**src/rtl/pipe_stage_reg_if.sv**
```systemverilog
// Bundle of the upstream and downstream handshake/payload signals of one
// pipeline stage boundary. The stage itself uses the slave view; whatever
// feeds and drains the stage uses the master view.
interface pipe_stage_reg_if #(
   parameter int PC_W    = 32,
   parameter int INSTR_W = 32,
   parameter int EXC_W   = 9
) ();

   // Upstream side
   logic               in_valid;
   logic               in_ready;
   logic               in_ctrl;
   logic [PC_W-1:0]    in_pc;
   logic [INSTR_W-1:0] in_instr;
   logic [EXC_W-1:0]   in_exc;

   // Downstream side
   logic               out_valid;
   logic               out_ready;
   logic [PC_W-1:0]    out_pc;
   logic [INSTR_W-1:0] out_instr;
   logic [EXC_W-1:0]   out_exc;
   logic               out_bds;

   modport master (
      output in_valid, in_ctrl, in_pc, in_instr, in_exc, out_ready,
      input  in_ready, out_valid, out_pc, out_instr, out_exc, out_bds
   );

   modport slave (
      input  in_valid, in_ctrl, in_pc, in_instr, in_exc, out_ready,
      output in_ready, out_valid, out_pc, out_instr, out_exc, out_bds
   );

endinterface

```
**src/rtl/pipe_stage_reg.sv**
```systemverilog
// Inter-stage pipeline register (IF/ID, ID/EX, ...) carrying PC, instruction
// and exception bits, tagging branch-delay-slot entries. With SKID=1 a second
// entry absorbs one beat of backpressure so in_ready comes from a flop; with
// SKID=0 the stage is a single entry with combinational in_ready.
//
// Handshake: a beat moves on a rising edge where valid and ready are both
// high. valid never depends on ready; while valid is high and ready is low the
// payload is held unchanged. flush overrides every handshake event.
module pipe_stage_reg #(
   parameter int PC_W    = 32,
   parameter int INSTR_W = 32,
   parameter int EXC_W   = 9,
   parameter int SKID    = 1,
   parameter int CNT_W   = 16
) (
   input  logic             clk,
   input  logic             reset,
   input  logic             flush,
   pipe_stage_reg_if.slave  bus,
   output logic [CNT_W-1:0] stall_cnt,
   output logic [1:0]       o_dbg_state
);

   typedef enum logic [1:0] {
      ST_EMPTY    = 2'd0,
      ST_FULL     = 2'd1,
      ST_SKIDFULL = 2'd2
   } state_t;

   state_t             r_state;
   state_t             w_state_nxt;
   logic               r_in_ready;

   logic [PC_W-1:0]    r_main_pc;
   logic [INSTR_W-1:0] r_main_instr;
   logic [EXC_W-1:0]   r_main_exc;
   logic               r_main_bds;

   logic [PC_W-1:0]    r_skid_pc;
   logic [INSTR_W-1:0] r_skid_instr;
   logic [EXC_W-1:0]   r_skid_exc;
   logic               r_skid_bds;

   logic               r_prev_ctrl;
   logic [CNT_W-1:0]   r_stall_cnt;

   logic               w_out_valid;
   logic               w_in_ready;
   logic               w_push;
   logic               w_pop;
   logic               w_ld_main_in;
   logic               w_ld_main_skid;
   logic               w_ld_skid;

   assign w_out_valid = (r_state != ST_EMPTY);
   assign w_in_ready  = (SKID != 0) ? r_in_ready : (!w_out_valid || bus.out_ready);
   assign w_push      = bus.in_valid && w_in_ready;
   assign w_pop       = w_out_valid && bus.out_ready;

   // Next state and which register loads from where on this edge
   always_comb begin
      w_state_nxt    = r_state;
      w_ld_main_in   = 1'b0;
      w_ld_main_skid = 1'b0;
      w_ld_skid      = 1'b0;
      if (flush) begin
         w_state_nxt = ST_EMPTY;
      end else begin
         case (r_state)
            ST_EMPTY: begin
               if (w_push) begin
                  w_state_nxt  = ST_FULL;
                  w_ld_main_in = 1'b1;
               end
            end
            ST_FULL: begin
               if (w_push) begin
                  // Without a skid slot a push into FULL only happens with a pop
                  if (w_pop || (SKID == 0)) begin
                     w_ld_main_in = 1'b1;
                  end else begin
                     w_state_nxt = ST_SKIDFULL;
                     w_ld_skid   = 1'b1;
                  end
               end else if (w_pop) begin
                  w_state_nxt = ST_EMPTY;
               end
            end
            ST_SKIDFULL: begin
               if (w_pop) begin
                  w_state_nxt    = ST_FULL;
                  w_ld_main_skid = 1'b1;
               end
            end
            default: w_state_nxt = ST_EMPTY;
         endcase
      end
   end

   // State register; in_ready is registered off the next state so it has no path from out_ready
   always_ff @(posedge clk or posedge reset) begin
      if (reset) begin
         r_state    <= ST_EMPTY;
         r_in_ready <= 1'b1;
      end else begin
         r_state    <= w_state_nxt;
         r_in_ready <= (w_state_nxt != ST_SKIDFULL);
      end
   end

   // Payload registers and BDS tracking; flush leaves a zero (NOP) bubble
   always_ff @(posedge clk or posedge reset) begin
      if (reset) begin
         r_main_pc    <= '0;
         r_main_instr <= '0;
         r_main_exc   <= '0;
         r_main_bds   <= 1'b0;
         r_skid_pc    <= '0;
         r_skid_instr <= '0;
         r_skid_exc   <= '0;
         r_skid_bds   <= 1'b0;
         r_prev_ctrl  <= 1'b0;
      end else if (flush) begin
         r_main_pc    <= '0;
         r_main_instr <= '0;
         r_main_exc   <= '0;
         r_main_bds   <= 1'b0;
         r_skid_pc    <= '0;
         r_skid_instr <= '0;
         r_skid_exc   <= '0;
         r_skid_bds   <= 1'b0;
         r_prev_ctrl  <= 1'b0;
      end else begin
         if (w_ld_main_in) begin
            r_main_pc    <= bus.in_pc;
            r_main_instr <= bus.in_instr;
            r_main_exc   <= bus.in_exc;
            r_main_bds   <= r_prev_ctrl;
         end else if (w_ld_main_skid) begin
            r_main_pc    <= r_skid_pc;
            r_main_instr <= r_skid_instr;
            r_main_exc   <= r_skid_exc;
            r_main_bds   <= r_skid_bds;
         end
         if (w_ld_skid) begin
            r_skid_pc    <= bus.in_pc;
            r_skid_instr <= bus.in_instr;
            r_skid_exc   <= bus.in_exc;
            r_skid_bds   <= r_prev_ctrl;
         end
         if (w_push) begin
            r_prev_ctrl <= bus.in_ctrl;
         end
      end
   end

   // Saturating count of cycles the output is held by downstream; flush does not clear it
   always_ff @(posedge clk or posedge reset) begin
      if (reset) begin
         r_stall_cnt <= '0;
      end else if (w_out_valid && !bus.out_ready && (r_stall_cnt != '1)) begin
         r_stall_cnt <= r_stall_cnt + CNT_W'(1);
      end
   end

   assign bus.in_ready  = w_in_ready;
   assign bus.out_valid = w_out_valid;
   assign bus.out_pc    = r_main_pc;
   assign bus.out_instr = r_main_instr;
   assign bus.out_exc   = r_main_exc;
   assign bus.out_bds   = r_main_bds;
   assign stall_cnt     = r_stall_cnt;
   assign o_dbg_state   = r_state;

endmodule

```
**src/flat_wrapper.sv**
```systemverilog
// flat-port wrapper written by rule: the top's interface ports become plain ports
module pipe_stage_reg_flat 
#(
   parameter int PC_W    = 32,
   parameter int INSTR_W = 32,
   parameter int EXC_W   = 9,
   parameter int SKID    = 1,
   parameter int CNT_W   = 16
)
  (clk, reset, flush, stall_cnt, o_dbg_state, bus_in_valid, bus_in_ctrl, bus_in_pc, bus_in_instr, bus_in_exc, bus_out_ready, bus_in_ready, bus_out_valid, bus_out_pc, bus_out_instr, bus_out_exc, bus_out_bds);
  pipe_stage_reg_if #(.PC_W(PC_W), .INSTR_W(INSTR_W), .EXC_W(EXC_W)) bus_i ();
  input  logic clk;
  input  logic reset;
  input  logic flush;
  output logic [CNT_W-1:0] stall_cnt;
  output logic [1:0] o_dbg_state;
  input wire logic [$bits(bus_i.in_valid)-1:0] bus_in_valid;
  input wire logic [$bits(bus_i.in_ctrl)-1:0] bus_in_ctrl;
  input wire logic [$bits(bus_i.in_pc)-1:0] bus_in_pc;
  input wire logic [$bits(bus_i.in_instr)-1:0] bus_in_instr;
  input wire logic [$bits(bus_i.in_exc)-1:0] bus_in_exc;
  input wire logic [$bits(bus_i.out_ready)-1:0] bus_out_ready;
  output wire logic [$bits(bus_i.in_ready)-1:0] bus_in_ready;
  output wire logic [$bits(bus_i.out_valid)-1:0] bus_out_valid;
  output wire logic [$bits(bus_i.out_pc)-1:0] bus_out_pc;
  output wire logic [$bits(bus_i.out_instr)-1:0] bus_out_instr;
  output wire logic [$bits(bus_i.out_exc)-1:0] bus_out_exc;
  output wire logic [$bits(bus_i.out_bds)-1:0] bus_out_bds;
  assign bus_i.in_valid = bus_in_valid;
  assign bus_i.in_ctrl = bus_in_ctrl;
  assign bus_i.in_pc = bus_in_pc;
  assign bus_i.in_instr = bus_in_instr;
  assign bus_i.in_exc = bus_in_exc;
  assign bus_i.out_ready = bus_out_ready;
  assign bus_in_ready = bus_i.in_ready;
  assign bus_out_valid = bus_i.out_valid;
  assign bus_out_pc = bus_i.out_pc;
  assign bus_out_instr = bus_i.out_instr;
  assign bus_out_exc = bus_i.out_exc;
  assign bus_out_bds = bus_i.out_bds;
  pipe_stage_reg #(.PC_W(PC_W), .INSTR_W(INSTR_W), .EXC_W(EXC_W), .SKID(SKID), .CNT_W(CNT_W)) u_core (.clk(clk), .reset(reset), .flush(flush), .bus(bus_i), .stall_cnt(stall_cnt), .o_dbg_state(o_dbg_state));
endmodule
```
**config.mk**
```make
export PLATFORM = sky130hd
export DESIGN_NAME = pipe_stage_reg_flat
export DESIGN_NICKNAME = d
export VERILOG_FILES = /design/src/rtl/pipe_stage_reg_if.sv /design/src/rtl/pipe_stage_reg.sv /design/src/flat_wrapper.sv
export SDC_FILE = /design/constraint.sdc
export NUM_CORES = 1
export LEC_CHECK = 0
export CAP_MARGIN = 30
export CORE_MARGIN = 2
export CORE_UTILIZATION = 45
export CTS_CLUSTER_SIZE = 10
export DETAILED_ROUTE_END_ITERATION = 8
export PLACE_DENSITY_LB_ADDON = 0.08
export SLEW_MARGIN = 20
export SYNTH_ARGS = -nofsm -noshare
export SYNTH_HDL_FRONTEND = slang
export SYNTH_SLANG_ARGS = --single-unit
```
**constraint.sdc**
```tcl
create_clock -name clk -period 5.58 [get_ports clk]
set_input_delay 0.837 -clock clk [delete_from_list [all_inputs] [get_ports clk]]
set_output_delay 0.837 -clock clk [all_outputs]
set_load 0.05 [all_outputs]
```
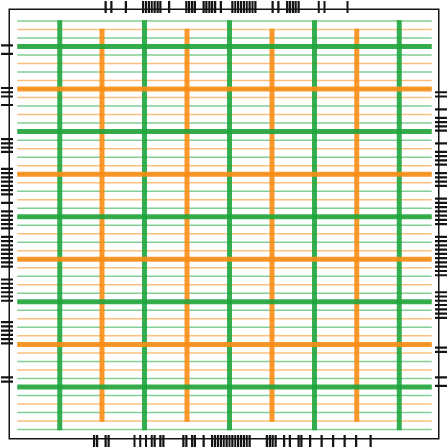
(supply network)
Pins as bars on the die edge.
legend:
  VSS:
    colour: green
  VDD:
    colour: orange
signal pins: 173
met4 straps: 9

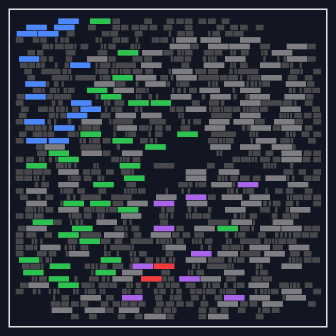
(sequential cells coloured by netlist name)
legend:
  u_core.o_dbg_state:
    colour: red
    sequential_cells: 2
  u_core.bus.out_exc:
    colour: purple
    sequential_cells: 9
    where: south
  u_core.stall_cnt:
    colour: blue
    sequential_cells: 16
  u_core.r_skid_pc:
    colour: green
    sequential_cells: 32

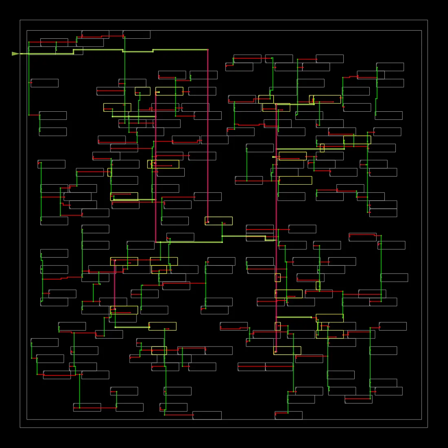
(the clock network)
number of sinks handled by clock tree synthesis: 168
layout clock buffer count: 27
Worst Skew: 0.00623 ns
number of flip-flops and latches: 168
clk_lat worst skew: 0.42 ns

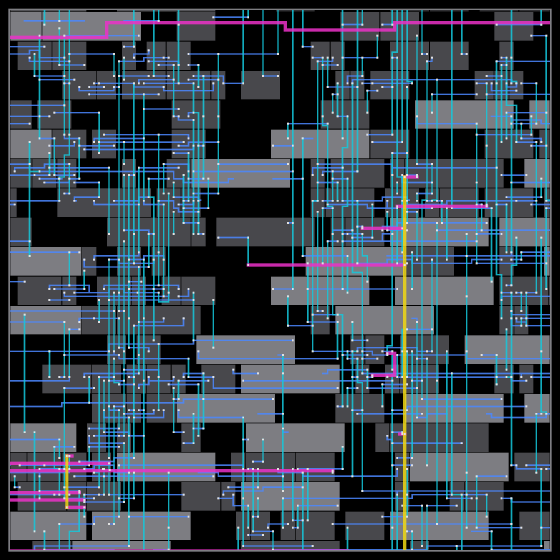
(zoomed window)
Region (9, 78) to (59, 128) um. Cells in grey, sequential cells in the stronger grey; small squares are vias.
legend:
  metal 3:
    colour: magenta
  metal 4:
    colour: yellow
  metal 2:
    colour: cyan
  metal 1:
    colour: blue
most frequent: dfrtp_1 (25), nand2_1 (19), nor2_1 (16)
cells with their middle in the window: 149
netlist names of flops here include: u_core.stall_cnt (11), u_core.bus.out_pc (7), u_core.r_skid_pc (7)
sequential cells in the window: 25

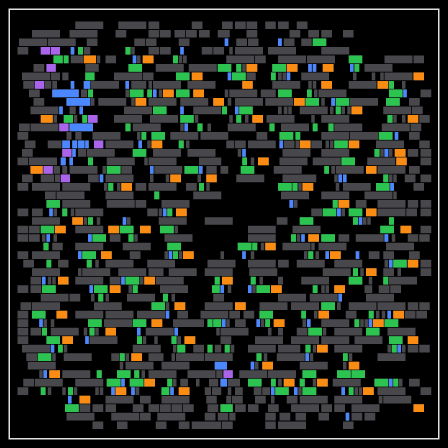
(gate-type map)
legend:
  aoi and oai cells:
    colour: green
    cells: 159
    most_used: a21oi_1
    where: widely spread
  xor and xnor cells:
    colour: purple
    cells: 11
    most_used: xnor2_1
  mux cells:
    colour: orange
    cells: 77
    most_used: mux2i_1
    where: widely spread
  nor cells:
    colour: blue
    cells: 91
    most_used: nor2_1
    where: widely spread

==> git commit body <==
Add synthesis and place-and-route results

- Endpoints with negative setup slack in the final report add up to 0.
- Residual overflow from global routing: 0
- Global routing consumed, over all layers together, 20.4% of the routing resources.
* Mux frac, synth: 9.76%
* First-pass GRT wire length: 29600 um
- In this run, the synthesized area fraction spent on and/or/nand/nor cells is recorded as 14.4%.
* Y dimension of the die: 137 um
- In the final layout, the share of cells above drive strength 1 is 13.3%.
- The report shows a maximum critical-path fanout of 64.
* Cell Rows: 48
- The pin closest to its max-slew limit shows a slew of 0.929 ns.
* IO Port Bufs: 172
- Mean routed wirelength per cell: 16.6 um
- The script extracted a net switching power of 962 uW.
- The longest clock path from root to sink contains 2 buffers.
- Pre-Repair DR Iteration Count: 4
- Final cell utilization of the core: 59.5%
- Syn Std Cell Area: 0.00794 sq mm
* Relative slew slack: 38.0%
- Largest area contributor in the synthesized netlist: sky130_fd_sc_hd__dfrtp_1
- # Cells Yosys: 747
- Compound Share, Synth: 17.3%
* Count of final max-slew check failures: 0
- Once synthesis finished, the tally of register bits stood at 168.
* # diodes: 0
- The DRC violation total left in the routed layout is recorded as 0.
- Post-Syn Instances: 747
- The worst setup path is launched from a primary input.
- Buffers inserted during clock tree synthesis total 17.
- For reference, the critical path is launched at bus_out_ready.
- Critical path arrival: 3.18 ns
- Placed cell count: 1094
- The pre-CTS setup check shows a worst slack of 2.28 ns.
* Final HPWL DP: 11800 um
- The floorplan step records an initial core utilization of 45.9%.
- Clock tree from TritonCTS: yes
- Final routed wirelength across all metal layers: 18700 um
- Cts-stage hold buffer count: 0
- The number of global-route vias before repair is 6024.
- Run status: finished, final reports clean
* Starting DRT DRC Count: 426
- Fin cells: 1125
* Standard cell with the maximum stage delay on the critical path: sky130_fd_sc_hd__or3_4
* Top logic family: AND-OR/OR-AND gates
* Synthesis area per yosys: 0.00794 sq mm
* Async set-reset flop share out of synthesis: 100%
- The routed layout has 6008 vias.
- Routability-driven placement finished with a final weighted congestion of 0.797.
- Primary FF master, synth: sky130_fd_sc_hd__dfrtp_1
* Share of the clock period used by the worst path: 51.2%
- Setup repair after global routing left no endpoint under its margin.
* Antenna Nets Post-Route: 0
* Accumulated negative setup slack: 0 ns
- The power report lists cell-internal power as 2210 uW.
* Global routing usage on met1: 25.2%
- Per the synthesis report, the adder-cell share of the synthesized area is 0.158%.
* Path class of the lowest-slack min-delay path: reg2reg
* Clock power frac: 34.5%
- Counting stages on the worst path, the most repeated cell is sky130_fd_sc_hd__buf_12.
- Post-synth top area share: 52.7%
* Cell with the most instances after synthesis: sky130_fd_sc_hd__dfrtp_1
* Pwr/cell area: 308 mW/mm^2
- After layout, the design draws a total of 3170 uW.
- Per the OpenROAD floorplan log, the area of the core is 0.0173 sq mm.
- Worst Slack Setup Final: 2.72 ns
- OpenROAD emitted warnings numbering 26.
* Cell Chain, Critical Path: clkdlybuf4s50_1, nor2b_1, or3_4, buf_12, buf_12, nor2_1, a211oi_2
* Beginning of the worst hold path: u_core.stall_cnt[12]
- Critical Path Max Stage Delay: 0.57 ns
- Leakage power: 0.00465 uW
- Total nets after synthesis: 827
- The script computed the net switching share of total power as 30.3%.
- For this run, the post-layout net count is 969.
* I/O pins: 173
* Buffer-and-inverter tally for the worst setup path: 3
## cells in the final DEF (no fill, tap or decap), drive strengths merged, types with 4 or more instances in the layout
| cell | count |
|---|---|
| a211oi | 74 |
| a21oi | 79 |
| buf | 11 |
| clkbuf | 27 |
| clkdlybuf4s50 | 171 |
| dfrtp | 167 |
| mux2i | 74 |
| nand2 | 153 |
| nand3 | 5 |
| nand4 | 7 |
| nor2 | 82 |
| or2 | 4 |
| xnor2 | 7 |
| xor2 | 4 |
## per-stage QoR
step	hold WS [ns]	instance area [sq um]
after global routing	0.537	10300
after global placement	0.499	9710
after CTS	0.513	10300
after detailed placement	0.498	9730
after floorplan	0.501	7940
final	0.507	10300
## power groups by stage
stage                     Clock, uW  Sequential [uW]  Combinational, uW
final                          1100             1360                718
after global routing           1170             1370                760
after CTS                      1120             1360                723
after detailed placement          0             1380                721
after global placement            0             1380                705
after floorplan                   0             1600                243
## final timing paths
check                                      endpoint  depth (start not counted)
min reg2reg                    u_core.stall_cnt[12]                          1
max                            u_core.bus.out_pc[1]                          7
max in group asynchronous  u_core.bus.out_instr[29]                          3
min in group asynchronous   u_core.bus.out_instr[0]                          2
min                            u_core.stall_cnt[12]                          1
max reg2reg                    u_core.bus.out_pc[1]                          6
## final cells by class
class                   count  area [sq um]
inverters                   3          16.3
multi-input cells         517          3410
fillers                  1431          7000
clock inverters             3          40.0
repair buffers            182          1840
clock buffers              27           503
flip-flops and latches    168          4210
well taps                 225           282
## worst register-to-register path, delay by kind of cell (launching register included)
| kind | cells | cell delay [ns] |
|---|---|---|
| compound gates | 1 | 0.21 |
| simple gates | 3 | 0.96 |
| flops | 1 | 0.46 |
| buf+inv | 2 | 0.67 |
## routing by layer
layer	vias to the layer above	wire (um)
li1	2854	-
met1	2957	8050
met2	165	9080
met3	32	1120
met4	0	453
met5	-	0
Power and IR drop assume default switching activity.
